==> src/rtl/cskipa_acc_stage_pkg.sv <==
// Shared definitions for the carry-skip adder result stage:
// default widths, output FIFO depth and the FIFO entry layout.
package cskipa_acc_stage_pkg;

    localparam int DEF_WIDTH  = 25;
    localparam int DEF_CNT_W  = 8;
    localparam int FIFO_DEPTH = 2;

    // One result as it travels through the output FIFO (MSB first: result, carry, count).
    typedef struct packed {
        logic [DEF_WIDTH-1:0] result;
        logic                 carry;
        logic [DEF_CNT_W-1:0] count;
    } res_entry_t;

    localparam int DEF_ENTRY_W = $bits(res_entry_t);

endpackage

==> src/rtl/cskipa_res_fifo.sv <==
// Two-entry result FIFO. Occupancy, pointers and storage are all registered,
// so full/valid/head never depend combinationally on push/pop.
module cskipa_res_fifo
    import cskipa_acc_stage_pkg::*;
#(
    parameter int ENTRY_W = DEF_ENTRY_W
) (
    input  logic               i_clk,
    input  logic               i_rst,
    input  logic               i_push,
    input  logic [ENTRY_W-1:0] i_data,
    input  logic               i_pop,
    output logic               o_full,
    output logic               o_valid,
    output logic [ENTRY_W-1:0] o_data
);

    localparam logic [1:0] FULL_OCC = 2'(FIFO_DEPTH);

    logic [ENTRY_W-1:0] mem_q [FIFO_DEPTH];
    logic [ENTRY_W-1:0] mem_d [FIFO_DEPTH];
    logic               wr_ptr_q, wr_ptr_d;
    logic               rd_ptr_q, rd_ptr_d;
    logic [1:0]         occ_q, occ_d;
    logic               do_push_s, do_pop_s;

    assign o_full  = (occ_q == FULL_OCC);
    assign o_valid = (occ_q != 2'd0);
    assign o_data  = mem_q[rd_ptr_q];

    // Next-state for storage, pointers and occupancy.
    always_comb begin
        mem_d     = mem_q;
        wr_ptr_d  = wr_ptr_q;
        rd_ptr_d  = rd_ptr_q;
        occ_d     = occ_q;
        do_push_s = i_push && (occ_q != FULL_OCC);
        do_pop_s  = i_pop && (occ_q != 2'd0);
        if (do_push_s) begin
            mem_d[wr_ptr_q] = i_data;
            wr_ptr_d        = ~wr_ptr_q;
        end else begin
            wr_ptr_d = wr_ptr_q;
        end
        if (do_pop_s) begin
            rd_ptr_d = ~rd_ptr_q;
        end else begin
            rd_ptr_d = rd_ptr_q;
        end
        case ({do_push_s, do_pop_s})
            2'b10:   occ_d = occ_q + 2'd1;
            2'b01:   occ_d = occ_q - 2'd1;
            default: occ_d = occ_q;
        endcase
    end

    // FIFO state registers; reset empties the FIFO and zeroes the head.
    always_ff @(posedge i_clk or posedge i_rst) begin
        if (i_rst) begin
            for (int i = 0; i < FIFO_DEPTH; i++) begin
                mem_q[i] <= '0;
            end
            wr_ptr_q <= 1'b0;
            rd_ptr_q <= 1'b0;
            occ_q    <= 2'd0;
        end else begin
            mem_q    <= mem_d;
            wr_ptr_q <= wr_ptr_d;
            rd_ptr_q <= rd_ptr_d;
            occ_q    <= occ_d;
        end
    end

endmodule

==> src/rtl/cskipa_acc_stage.sv <==
// Registered result stage behind the 25-bit carry-skip adder.
// Pass beats become standalone results; accumulate beats build a running
// total in o_acc (fed back to the adder) until i_last closes the burst.
// Optional macro CSKIPA_ACC_SAT_EN: saturate the accumulator to all-ones on
// overflow instead of wrapping.
module cskipa_acc_stage
    import cskipa_acc_stage_pkg::*;
#(
    parameter int WIDTH = DEF_WIDTH,
    parameter int CNT_W = DEF_CNT_W
) (
    input  logic             i_clk,
    input  logic             i_rst,
    input  logic             i_valid,
    output logic             o_ready,
    input  logic [WIDTH-1:0] i_sum,
    input  logic             i_cout,
    input  logic             i_acc_mode,
    input  logic             i_last,
    output logic [WIDTH-1:0] o_acc,
    output logic             o_valid,
    input  logic             i_ready,
    output logic [WIDTH-1:0] o_result,
    output logic             o_carry,
    output logic [CNT_W-1:0] o_count
);

    localparam int               ENTRY_W = WIDTH + 1 + CNT_W;
    localparam logic [CNT_W-1:0] CNT_MAX = '1;
    localparam logic [CNT_W-1:0] CNT_ONE = CNT_W'(1);

    logic [WIDTH-1:0]   acc_q, acc_d;
    logic               ovf_q, ovf_d;
    logic [CNT_W-1:0]   cnt_q, cnt_d;

    logic               fifo_full_s;
    logic               burst_open_s;
    logic               switch_s;
    logic               close_s;
    logic               accept_s;
    logic               push_s;
    logic [ENTRY_W-1:0] push_data_s;
    logic [ENTRY_W-1:0] head_s;
    logic [CNT_W-1:0]   cnt_inc_s;
    logic               ovf_any_s;
    logic [WIDTH-1:0]   acc_val_s;

    // Handshake and helper terms. A pass beat behind an open burst is held
    // off (ready low) while the burst itself is flushed into the FIFO.
    always_comb begin
        burst_open_s = (cnt_q != '0);
        switch_s     = burst_open_s && !i_acc_mode;
        o_ready      = !fifo_full_s && !switch_s;
        close_s      = i_valid && switch_s && !fifo_full_s;
        accept_s     = i_valid && o_ready;
        cnt_inc_s    = (cnt_q == CNT_MAX) ? cnt_q : (cnt_q + CNT_ONE);
        ovf_any_s    = ovf_q | i_cout;
`ifdef CSKIPA_ACC_SAT_EN
        acc_val_s    = ovf_any_s ? {WIDTH{1'b1}} : i_sum;
`else
        acc_val_s    = i_sum;
`endif
    end

    // Burst control: update the accumulator and decide what gets pushed.
    always_comb begin
        acc_d       = acc_q;
        ovf_d       = ovf_q;
        cnt_d       = cnt_q;
        push_s      = 1'b0;
        push_data_s = '0;
        if (close_s) begin
            push_s      = 1'b1;
            push_data_s = {acc_q, ovf_q, cnt_q};
            acc_d       = '0;
            ovf_d       = 1'b0;
            cnt_d       = '0;
        end else if (accept_s) begin
            if (i_acc_mode) begin
                if (i_last) begin
                    push_s      = 1'b1;
                    push_data_s = {acc_val_s, ovf_any_s, cnt_inc_s};
                    acc_d       = '0;
                    ovf_d       = 1'b0;
                    cnt_d       = '0;
                end else begin
                    acc_d = acc_val_s;
                    ovf_d = ovf_any_s;
                    cnt_d = cnt_inc_s;
                end
            end else begin
                push_s      = 1'b1;
                push_data_s = {i_sum, i_cout, CNT_ONE};
            end
        end else begin
            push_s = 1'b0;
        end
    end

    // Accumulator and burst state registers.
    always_ff @(posedge i_clk or posedge i_rst) begin
        if (i_rst) begin
            acc_q <= '0;
            ovf_q <= 1'b0;
            cnt_q <= '0;
        end else begin
            acc_q <= acc_d;
            ovf_q <= ovf_d;
            cnt_q <= cnt_d;
        end
    end

    cskipa_res_fifo #(
        .ENTRY_W (ENTRY_W)
    ) u_fifo (
        .i_clk   (i_clk),
        .i_rst   (i_rst),
        .i_push  (push_s),
        .i_data  (push_data_s),
        .i_pop   (i_ready),
        .o_full  (fifo_full_s),
        .o_valid (o_valid),
        .o_data  (head_s)
    );

    assign o_acc                         = acc_q;
    assign {o_result, o_carry, o_count}  = head_s;

endmodule

==> config.mk <==
export PLATFORM = sky130hd
export DESIGN_NAME = cskipa_acc_stage
export DESIGN_NICKNAME = d
export VERILOG_FILES = /design/src/rtl/cskipa_acc_stage_pkg.sv /design/src/rtl/cskipa_res_fifo.sv /design/src/rtl/cskipa_acc_stage.sv
export SDC_FILE = /design/constraint.sdc
export NUM_CORES = 1
export LEC_CHECK = 0
export ABC_AREA = 0
export CAP_MARGIN = 20
export CORE_MARGIN = 2
export CORE_UTILIZATION = 45
export CTS_CLUSTER_SIZE = 25
export DETAILED_ROUTE_END_ITERATION = 12
export PLACE_DENSITY_LB_ADDON = 0.08
export SYNTH_ARGS = -nofsm -noshare
export SYNTH_HDL_FRONTEND = slang
export SYNTH_SLANG_ARGS = --single-unit
==> constraint.sdc <==
create_clock -name i_clk -period 6.2 [get_ports i_clk]
set_input_delay 1.55 -clock i_clk [delete_from_list [all_inputs] [get_ports i_clk]]
set_output_delay 1.55 -clock i_clk [all_outputs]
set_load 0.02 [all_outputs]
**Run 1: cell area per tile**

(3 px per um) The die is cut into 11 by 11 equal tiles; dark blue is low, red is high, 0 to 100% covered.
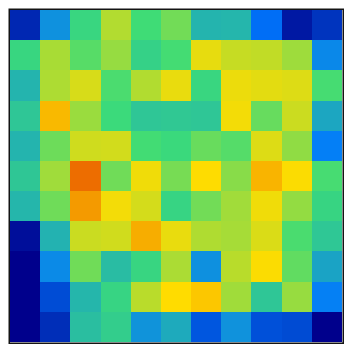
- fullest tile: 88%
- mean over tiles: 51%
- nearly empty tiles: 3.3%
- tiles over 75% full: 5.8%
floorplan utilization: 0.4554
standard cell core area: 11270 um2
utilization after layout: 0.5721

**Run 1: M3 wires**

(4 px per um)
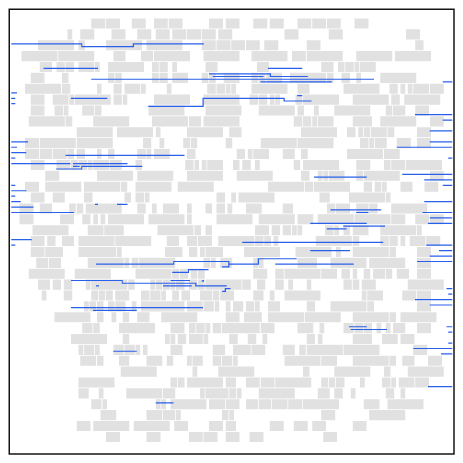
- main direction: horizontal
- nets with wire on the layer: 70
- wire length on this layer: 826 um
- longest straight run: 70.4 um
DRT Wirelength: 13380 um
via count: 4272
GRT met3 Usage: 0.04593

**Run 1: routed clock nets over the placement**

(3 px per um)
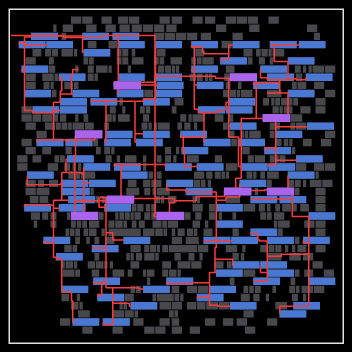
- blue: flip-flops (count 106)
- purple: clock drivers (count 9)
- red: clock wires (length 1310 um)
- routed clock nets: 10
clock network power: 603 uW
Clock Power Share: 0.174
Fin Clk Skew: 0.007350 ns
clock latency at the later pin of the worst-skew pair: 0.35 ns

## run 1: worst reg2reg max path: cells and delay by family, from the launching register on
| kind | cells | cell delay, ns |
|---|---|---|
| simple gates | 2 | 0.77 |
| fa+ha+maj | 1 | 0.15 |
| compound gates | 2 | 0.91 |
| flops | 1 | 0.42 |
| buf+inv | 1 | 0.15 |
## run 1: cell families (layout without fill, tap and decap cells)
| kind of cell | Yosys count | count (layout) | share of synthesized area |
|---|---|---|---|
| xor gates and xnor gates | 5 | 5 | 0.008532 |
| buffers and inverters | 50 | 127 | 0.04728 |
| and+or+nand+nor | 173 | 173 | 0.1577 |
| adders and majority gates | 3 | 3 | 0.007313 |
| AOI/OAI and AO/OA | 134 | 134 | 0.1840 |
| DFF | 106 | 106 | 0.5167 |
| muxes | 36 | 36 | 0.07848 |
## run 1: stage by stage
step                power (uW)  utilization  setup slack (ns)  hold slack, ns  cells
finish                    3461       0.5721             1.416          0.4761    727
global route              3667       0.5721             1.348          0.5037    727
CTS                       3481       0.5721             1.442          0.4826    727
detailed placement        2873       0.5439             1.445          0.4679    711
global placement          2833       0.5429             1.461          0.4587    710
floorplan                 2217            -             1.861          0.4429    507
## run 1: path summary, 6_finish.rpt
| check | start | end | slack (ns) | cells past startpoint |
|---|---|---|---|---|
| hold / removal | u_fifo.mem_q[5] | u_fifo.mem_q[5] | 0.48 | 2 |
| min in group asynchronous | i_rst | u_fifo.mem_q[13] | 1.75 | 2 |
| hold reg to reg | u_fifo.mem_q[5] | u_fifo.mem_q[5] | 0.48 | 2 |
| setup reg to reg | cnt_q[0] | u_fifo.mem_q[65] | 3.72 | 6 |
| max in group asynchronous | i_rst | u_fifo.rd_ptr_q | 3.42 | 3 |
| setup / recovery | i_acc_mode | o_ready | 1.42 | 4 |
## run 1: final cells by class
| class | count | share of cell area |
|---|---|---|
| Sequential cell | 106 | 0.4115 |
| Multi-Input combinational cell | 351 | 0.3514 |
| Timing Repair Buffer | 101 | 0.1539 |
| Clock buffer | 15 | 0.04463 |
| Tap cell | 143 | 0.02775 |
| Inverter | 10 | 0.006209 |
| Clock inverter | 1 | 0.004657 |
## run 1: flip-flops by register name, indices dropped and copies added, names as in the netlist
signal / count
cnt_q: 8
o_acc: 25
ovf_q: 1
u_fifo.mem_q: 68
u_fifo.occ_q: 2
u_fifo.rd_ptr_q: 1
u_fifo.wr_ptr_q: 1
## run 1: power groups by stage
stage | Sequential [uW] | Clock, uW | Combinational, uW
after floorplan | 1170 | 0 | 1050
after global placement | 1190 | 0 | 1650
after detailed placement | 1200 | 0 | 1670
after CTS | 1190 | 612 | 1680
after global routing | 1230 | 643 | 1800
final | 1190 | 603 | 1670
## run 1: metal layers
metal,global-route usage,up-vias
met5,0,-
met4,0.05250,0
met3,0.04593,5
met2,0.3616,138
met1,0.3101,2128
li1,-,2001
==> results.cfg, run 1 <==
; physical design summary
[global_route]
grt_pass1_wl_um = 22340
grt_max_degree = 77
overflow = 0
antenna_found_initial = 0
grtUsageTotal = 0.2229
grt_pass1_vias = 4381

[detailed_routing]
drc = 0
route.met2.wl_um = 6356
maxUsedRoutingLayer = met4
first_iter_violations = 346
drt-pass1-iter-count = 5
wl_per_cell_um = 18.41
vias_per_cell = 5.876
antenna_left = 0
met3WireLength_um = 825
wl_met1_um = 6122

[clock_network]
clockRootBuffer = clkbuf_16
clk_pin_slew_ns = 0.07
cts_inserted_buffers = 9
holdBufCountCts = 0
tritoncts = yes
clk_path_buf_depth = 2
cts.htree.levels = 3
cts_resized = 0
clkSinkCount = 106
cts_setup_buffers = 0

[worst_setup_path]
path_delay_family = buffers and inverters
worst-path-buf-inv = 3
start_kind = input pin
cp_slowest_cell = clkdlybuf4s50_1
crit_chain = clkdlybuf4s50_1 -> inv_1 -> a21oi_1 -> clkdlybuf4s50_1
critical_path_arrival_ns = 3.23
path_max_fanout = 10
required_ns = 4.65
crit_type = in -> out
worst_path_largest_cell_delay_ns = 0.73
cp-end-kind = primary output
crit_top_cell = clkdlybuf4s50_1

[yosys]
top_cell_area_share = 0.5167
synth_cells = 507
synth.avg_cell_area_um2 = 10.13
top_cell = dfrtp_1
postSynthNetCount = 542
ys_seq_frac = 0.5167
yosysChipArea_um2 = 5134
ys_warn_count = 0
ys_async_sr_fraction = 1.000
ys.flop_type = dfrtp_1
syn_area_um2 = 5134
yosysUniqueCellTypes = 50
synthTopCellsByCount = 106 x dfrtp_1, 67 x nor2_1, 58 x a31oi_1
ys_top_cells_by_area = dfrtp_1 52%, mux2_2 7.5%, a31oi_1 7.1%
yosysTopAreaCell = dfrtp_1
edf_count = 0
yosysCellCount = 507
synth_flops = 106

[power_and_ir_drop]
p_sw_uw = 1353
power_density_nw_per_um2 = 536.7
irDropWorstVdd_mv = 0.3117
p_comb_frac = 0.482
swShare = 0.3908
seq_power_share = 0.344
internal-power_uw = 2109
leakage_uw = 0.002637

[timing]
setup_tns_ns = 0
max_slew_margin = 0.3374
finalHoldViolCount = 0
setup_viol = 0
worst_pin_slew_ns = 0.9918
fin_crit_ns = 4.784
slew_viol_final = 0
fin_crit_sh = 0.7716
rsz0062_at_grt = no
max_freq_mhz = 209.0

[cells_and_area]
final_cell_area_um2 = 6449
area_delta_synth_final_pct = 25.62
drive_above_1_share = 0.1250
final_cell_mix = 105 x dfrtp_1, 92 x clkdlybuf4s50_1, 67 x nor2_1
flop_area_um2 = 2654
layout_top_cell = dfrtp_1
nets = 614
final-comb-area_um2 = 2266
diodes = 0
n_fill_cell = 1013

[floorplan]
die_w_um = 110.8
die.size.y_um = 110.8
io_pins = 93
rows = 39
die_area_um2 = 12280

[flow_run]
drv_cap = 0
warnings = 27

[status]
status = complete, no violations

[placed_design]
place.port_buffers = 92
hpwl_um = 8321
place.gp.congestion = 0.8563
postPlaceCellArea_um2 = 6131

[min_path]
hp-class = reg -> reg
**Run 1: port wiring**

(2 px per um)
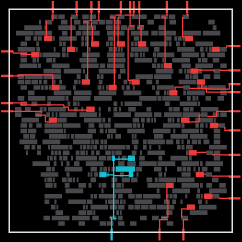

==> run 1 -> run 2 <==
==> constraint.sdc (replaced) <==
create_clock -name i_clk -period 4.2 [get_ports i_clk]
set_input_delay 1.05 -clock i_clk [delete_from_list [all_inputs] [get_ports i_clk]]
set_output_delay 1.05 -clock i_clk [all_outputs]
set_load 0.02 [all_outputs]
**Run 2: port wiring**

(2 px per um)
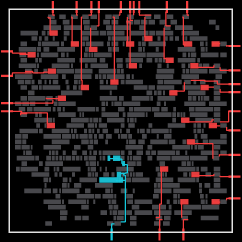
- red: o_result (bits 25; direction output; end cells 25; buffers 25; wire 546 um)
- cyan: i_valid (bits 1; direction input; end cells 6; buffers 1; wire 57.4 um)
# port buffers: 92
Top-Level Pins: 93

==> run 2 against run 1 <==
Compared with the run above: sequential share of layout area shrank 0.48 points; core utilization grew 0.68 points; clock skew grew 0.0029 ns; clock-buffer cell count shrank 5; global-route usage shrank 0.35 points.
==> results.cfg, run 2 <==
; physical design summary
[clock_network]
clkSinkCount = 106
cts_inserted_buffers = 9
tritoncts = yes
cts_setup_buffers = 0
clk_path_buf_depth = 2
clockRootBuffer = clkbuf_16
cts_resized = 0

[worst_setup_path]
cp_slowest_cell = clkdlybuf4s50_1
crit_chain = inv_1 -> ha_1 -> or3b_2 -> or2_1 -> a21oi_1 -> clkdlybuf4s50_1
crit_type = reg -> out
start_kind = flop
cp-end-kind = primary output
worst_path_largest_cell_delay_ns = 0.61
rrSetupSlack_ns = 1.52
r2r_cells = 6
path_max_fanout = 5

[cells_and_area]
area_delta_synth_final_pct = 27.10
top_register = u_fifo.mem_q
drive_above_1_share = 0.1358
diodes = 0
largest_reg_flops = 68
final_cell_area_um2 = 6525
fin_cells = 732
utilization = 0.5789
final_cell_mix = 105 x dfrtp_1, 92 x clkdlybuf4s50_1, 67 x nor2_1
layout_top_cell = dfrtp_1
nets = 619

[min_path]
worstHoldStart = u_fifo.mem_q[38]
holdPathEnd = u_fifo.mem_q[38]
min_path_cells = 2
hp-class = reg -> reg

[floorplan]
rows = 39
fp_util = 0.4554
die_area_um2 = 12280

[yosys]
yosysChipArea_um2 = 5134
yosysCellCount = 507
ys_warn_count = 0
yosysTopAreaCell = dfrtp_1
ys_async_sr_fraction = 1.000
synth_flops = 106
ys.flop_type = dfrtp_1
ys_top_cells_by_area = dfrtp_1 52%, mux2_2 7.5%, a31oi_1 7.1%
top_cell = dfrtp_1
ys_seq_frac = 0.5167
synth_cells = 507
synthTopCellsByCount = 106 x dfrtp_1, 67 x nor2_1, 58 x a31oi_1
synth.avg_cell_area_um2 = 10.13
syn_area_um2 = 5134

[placed_design]
postPlaceCellArea_um2 = 6190
hpwl_um = 8397
place_inst = 716

[timing]
finalHoldViolCount = 0
fin_crit_ns = 3.662
worst_pin_slew_ns = 0.9838
setup_tns_ns = 0
rsz0062_at_grt = no
max_slew_margin = 0.3441
max_freq_mhz = 273.1
setup_viol = 0
slew_viol_final = 0

[global_route]
grtUsageTotal = 0.2194
grt_pass1_wl_um = 22030
antenna_found_initial = 0

[detailed_routing]
vias_per_cell = 5.846
drc = 0
antenna_left = 0
vias = 4279

[power_and_ir_drop]
irDropWorstVdd_mv = 0.5558
power_density_nw_per_um2 = 792.8
leakage_uw = 0.002674

[status]
status = complete, no violations

[flow_run]
drv_cap = 0
==> run 2: through the flow <==
stage	hold WS, ns	worst slack [ns]
final	0.4881	0.5381
after global routing	0.5239	0.3801
after CTS	0.4863	0.5227
after detailed placement	0.4686	0.7941
after global placement	0.4581	0.7944
after floorplan	0.4429	0.3611
==> run 2: cell type report <==
| cell class | instances | area [um2] |
|---|---|---|
| Fill cell | 968 | 4747 |
| Sequential cell | 106 | 2654 |
| Multi-Input combinational cell | 351 | 2266 |
| Timing Repair Buffer | 106 | 1051 |
| Clock buffer | 10 | 239.0 |
| Tap cell | 143 | 178.9 |
| Clock inverter | 6 | 96.34 |
| Inverter | 10 | 40.04 |
==> run 2: cells by family (layout without fill, tap and decap cells) <==
group	Yosys count	after routing	synth area share
simple gates	173	173	0.1577
flops	106	106	0.5167
xor+xnor	5	5	0.008532
compound gates	134	134	0.1840
mux	36	36	0.07848
buf+inv	50	132	0.04728
fa+ha+maj	3	3	0.007313
==> run 2: how the worst max path moves through the flow <==
stage                     cells past startpoint        to       start
final                                         6   o_ready    cnt_q[0]
after detailed placement                      4   o_ready  i_acc_mode
after CTS                                     6   o_ready    cnt_q[0]
after global routing                          6   o_ready    cnt_q[0]
after floorplan                               1  cnt_q[0]       i_rst
after global placement                        4   o_ready  i_acc_mode
==> run 2: critical path: cells and delay by family, from the launching register on <==
kind,cells,cell delay [ns]
AND/OR/NAND/NOR,2,0.80
AND-OR/OR-AND,1,0.14
buffers and inverters,2,0.75
adder cells (fa/ha/maj),1,0.16
flip-flops,1,0.42
==> run 2: power breakdown <==
group	switching, uW	internal [uW]	leakage (uW)
Clock	399	547	0.000161
Combinational	1300	1170	0.00119
Sequential	326	1430	0.00132
Total	2020	3150	0.00267
==> run 2: routing by layer <==
| layer | vias to the layer above | share of wire | GRT usage |
|---|---|---|---|
| met4 | 0 | 0.016 | 0.07167 |
| li1 | 2027 | - | - |
| met3 | 18 | 0.040 | 0.04101 |
| met1 | 2139 | 0.46 | 0.3102 |
| met5 | - | 0 | 0 |
| met2 | 95 | 0.48 | 0.3436 |
==> run 2 -> run 3 <==
--- a/config.mk
+++ b/config.mk
@@ -6,7 +6,8 @@
 export NUM_CORES = 1
 export LEC_CHECK = 0
 export ABC_AREA = 0
-export CAP_MARGIN = 20
+export ABC_CLOCK_PERIOD_IN_PS = 4200
+export CAP_MARGIN = 15
 export CORE_MARGIN = 2
 export CORE_UTILIZATION = 45
 export CTS_CLUSTER_SIZE = 25
**Run 3: cell area per tile**

(3 px per um) The die is cut into 11 by 11 equal tiles; dark blue is low, red is high, 0 to 100% covered.
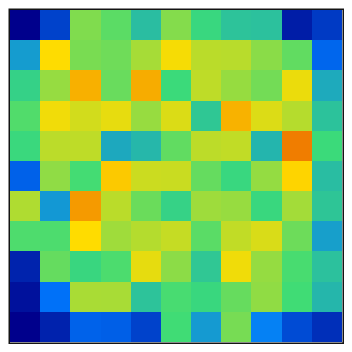
utilization after layout: 0.5789

==> run 3 against run 2 <==
Compared with the run above: fmax is the same; first-iteration DRC count unchanged; clock power barely moved; final cell count did not move; clock-buffer cell count is the same; non-clock buffer count did not move; critical path depth is the same; flip-flop count is the same; sequential power hardly changed; largest power group unchanged; highest routed layer unchanged.
==> results.cfg, run 3 <==
; physical design summary
[cells_and_area]
final-comb-area_um2 = 2266
nets = 619
n_fill_cell = 968
diodes = 0
final_cell_area_um2 = 6525
top_register = u_fifo.mem_q
final_cell_mix = 105 x dfrtp_1, 92 x clkdlybuf4s50_1, 67 x nor2_1
drive_above_1_share = 0.1358
area_delta_synth_final_pct = 27.10
flop_area_um2 = 2654
layout_top_cell = dfrtp_1

[clock_network]
cts_inserted_buffers = 9
holdBufCountCts = 0
clk_path_buf_depth = 2
cts_resized = 0
clockRootBuffer = clkbuf_16
clk_pin_slew_ns = 0.07
insertion_delay_ns = 0.35
cts_setup_buffers = 0
clkSinkCount = 106
tritoncts = yes

[worst_setup_path]
crit_chain = inv_1 -> ha_1 -> or3b_2 -> or2_1 -> a21oi_1 -> clkdlybuf4s50_1
critical_path_arrival_ns = 2.61
crit_type = reg -> out
worst_path_largest_cell_delay_ns = 0.61
cp_slowest_cell = clkdlybuf4s50_1
r2r_end = o_acc[7]
cp-end-kind = primary output
critPathLaunch = cnt_q[0]
r2r_cells = 6
r2r-start = cnt_q[0]

[global_route]
grt_use_met3 = 0.04101
grt_pass1_wl_um = 22030
grt.busiest_layer = met2
grtUsageTotal = 0.2194
met2_usage = 0.3436
overflow = 0
grt_pass1_vias = 4251
antenna_found_initial = 0

[timing]
fin_worst_skew_ns = 0.01030
setup_tns_ns = 0
fin_crit_sh = 0.8719
rsz0062_at_grt = no
setup_viol = 0
finalHoldViolCount = 0
fin_ws_ns = 0.5381
worst_pin_slew_ns = 0.9838
max_freq_mhz = 273.1

[flow_run]
warnings = 27
drv_cap = 0

[detailed_routing]
vias = 4279
first_iter_violations = 279
wl_um = 13240
drc = 0
drt-pass1-iter-count = 4
wl_per_cell_um = 18.09
antenna_left = 0

[yosys]
synth.avg_cell_area_um2 = 10.13
ys.flop_type = dfrtp_1
synthTopCellsByCount = 106 x dfrtp_1, 67 x nor2_1, 58 x a31oi_1
ys_seq_frac = 0.5167
synth_flops = 106
top_cell_area_share = 0.5167
syn_area_um2 = 5134
yosysUniqueCellTypes = 50
synth_cells = 507
ys_top_cells_by_area = dfrtp_1 52%, mux2_2 7.5%, a31oi_1 7.1%
yosysCellCount = 507
yosysTopAreaCell = dfrtp_1
ys_async_sr_fraction = 1.000
ys_warn_count = 0

[placed_design]
hpwl_um = 8397
postPlaceCellArea_um2 = 6190
place_ws_ns = 0.7941
place.gp.congestion = 0.8852

[status]
status = complete, no violations

[floorplan]
fp_util = 0.4554
io_pins = 93
die_w_um = 110.8
die.size.y_um = 110.8
die_area_um2 = 12280
coreArea_um2 = 11270
rows = 39

[min_path]
min_path_cells = 2
holdPathEnd = u_fifo.mem_q[38]

[power_and_ir_drop]
power_density_nw_per_um2 = 792.8
irDropWorstVdd_mv = 0.5558
[run 3: cell families (layout without fill, tap and decap cells)]
family	Yosys count	in the layout	synth area share
buffers and inverters	50	132	0.04728
DFF	106	106	0.5167
muxes	36	36	0.07848
adders and majority gates	3	3	0.007313
xor gates and xnor gates	5	5	0.008532
AOI/OAI and AO/OA	134	134	0.1840
and+or+nand+nor	173	173	0.1577
[run 3: through the flow]
| step | cells | hold slack (ns) | total power (uW) |
|---|---|---|---|
| final | 732 | 0.4881 | 5173 |
| after global routing | 732 | 0.5239 | 5486 |
| after CTS | 732 | 0.4863 | 5209 |
| after detailed placement | 716 | 0.4686 | 4256 |
| after global placement | 716 | 0.4581 | 4207 |
| after floorplan | 507 | 0.4429 | 3272 |
[run 3: routing by layer]
metal  vias up  part of all wire
met4         0             0.016
met5         -                 0
met1      2139              0.46
met3        18             0.040
met2        95              0.48
li1       2027                 -
[run 3: cell type report]
class	count	share of cell area
flip-flops and latches	106	0.4067
multi-input cells	351	0.3473
repair buffers	106	0.1611
clock buffers	10	0.03663
well taps	143	0.02742
clock inverters	6	0.01477
inverters	10	0.006136
[run 3: critical path: cells and delay by family, from the launching register on]
| family | cells | cell delay, ns |
|---|---|---|
| buf+inv | 2 | 0.75 |
| compound gates | 1 | 0.14 |
| fa+ha+maj | 1 | 0.16 |
| flops | 1 | 0.42 |
| simple gates | 2 | 0.80 |
[run 3: where the power goes]
part	internal (uW)	switching, uW
combinational	1170	1300
clock	547	399
sequential	1430	326
total	3150	2020
[run 3: how the worst max path moves through the flow]
stage          slack, ns        to
2_1_floorplan       0.36  cnt_q[0]
3_3_place_gp        0.79   o_ready
3_5_place_dp        0.79   o_ready
4_1_cts             0.52   o_ready
5_1_grt             0.38   o_ready
6_report            0.54   o_ready
Power figures rest on the tool's default switching activity, not on a simulated workload.
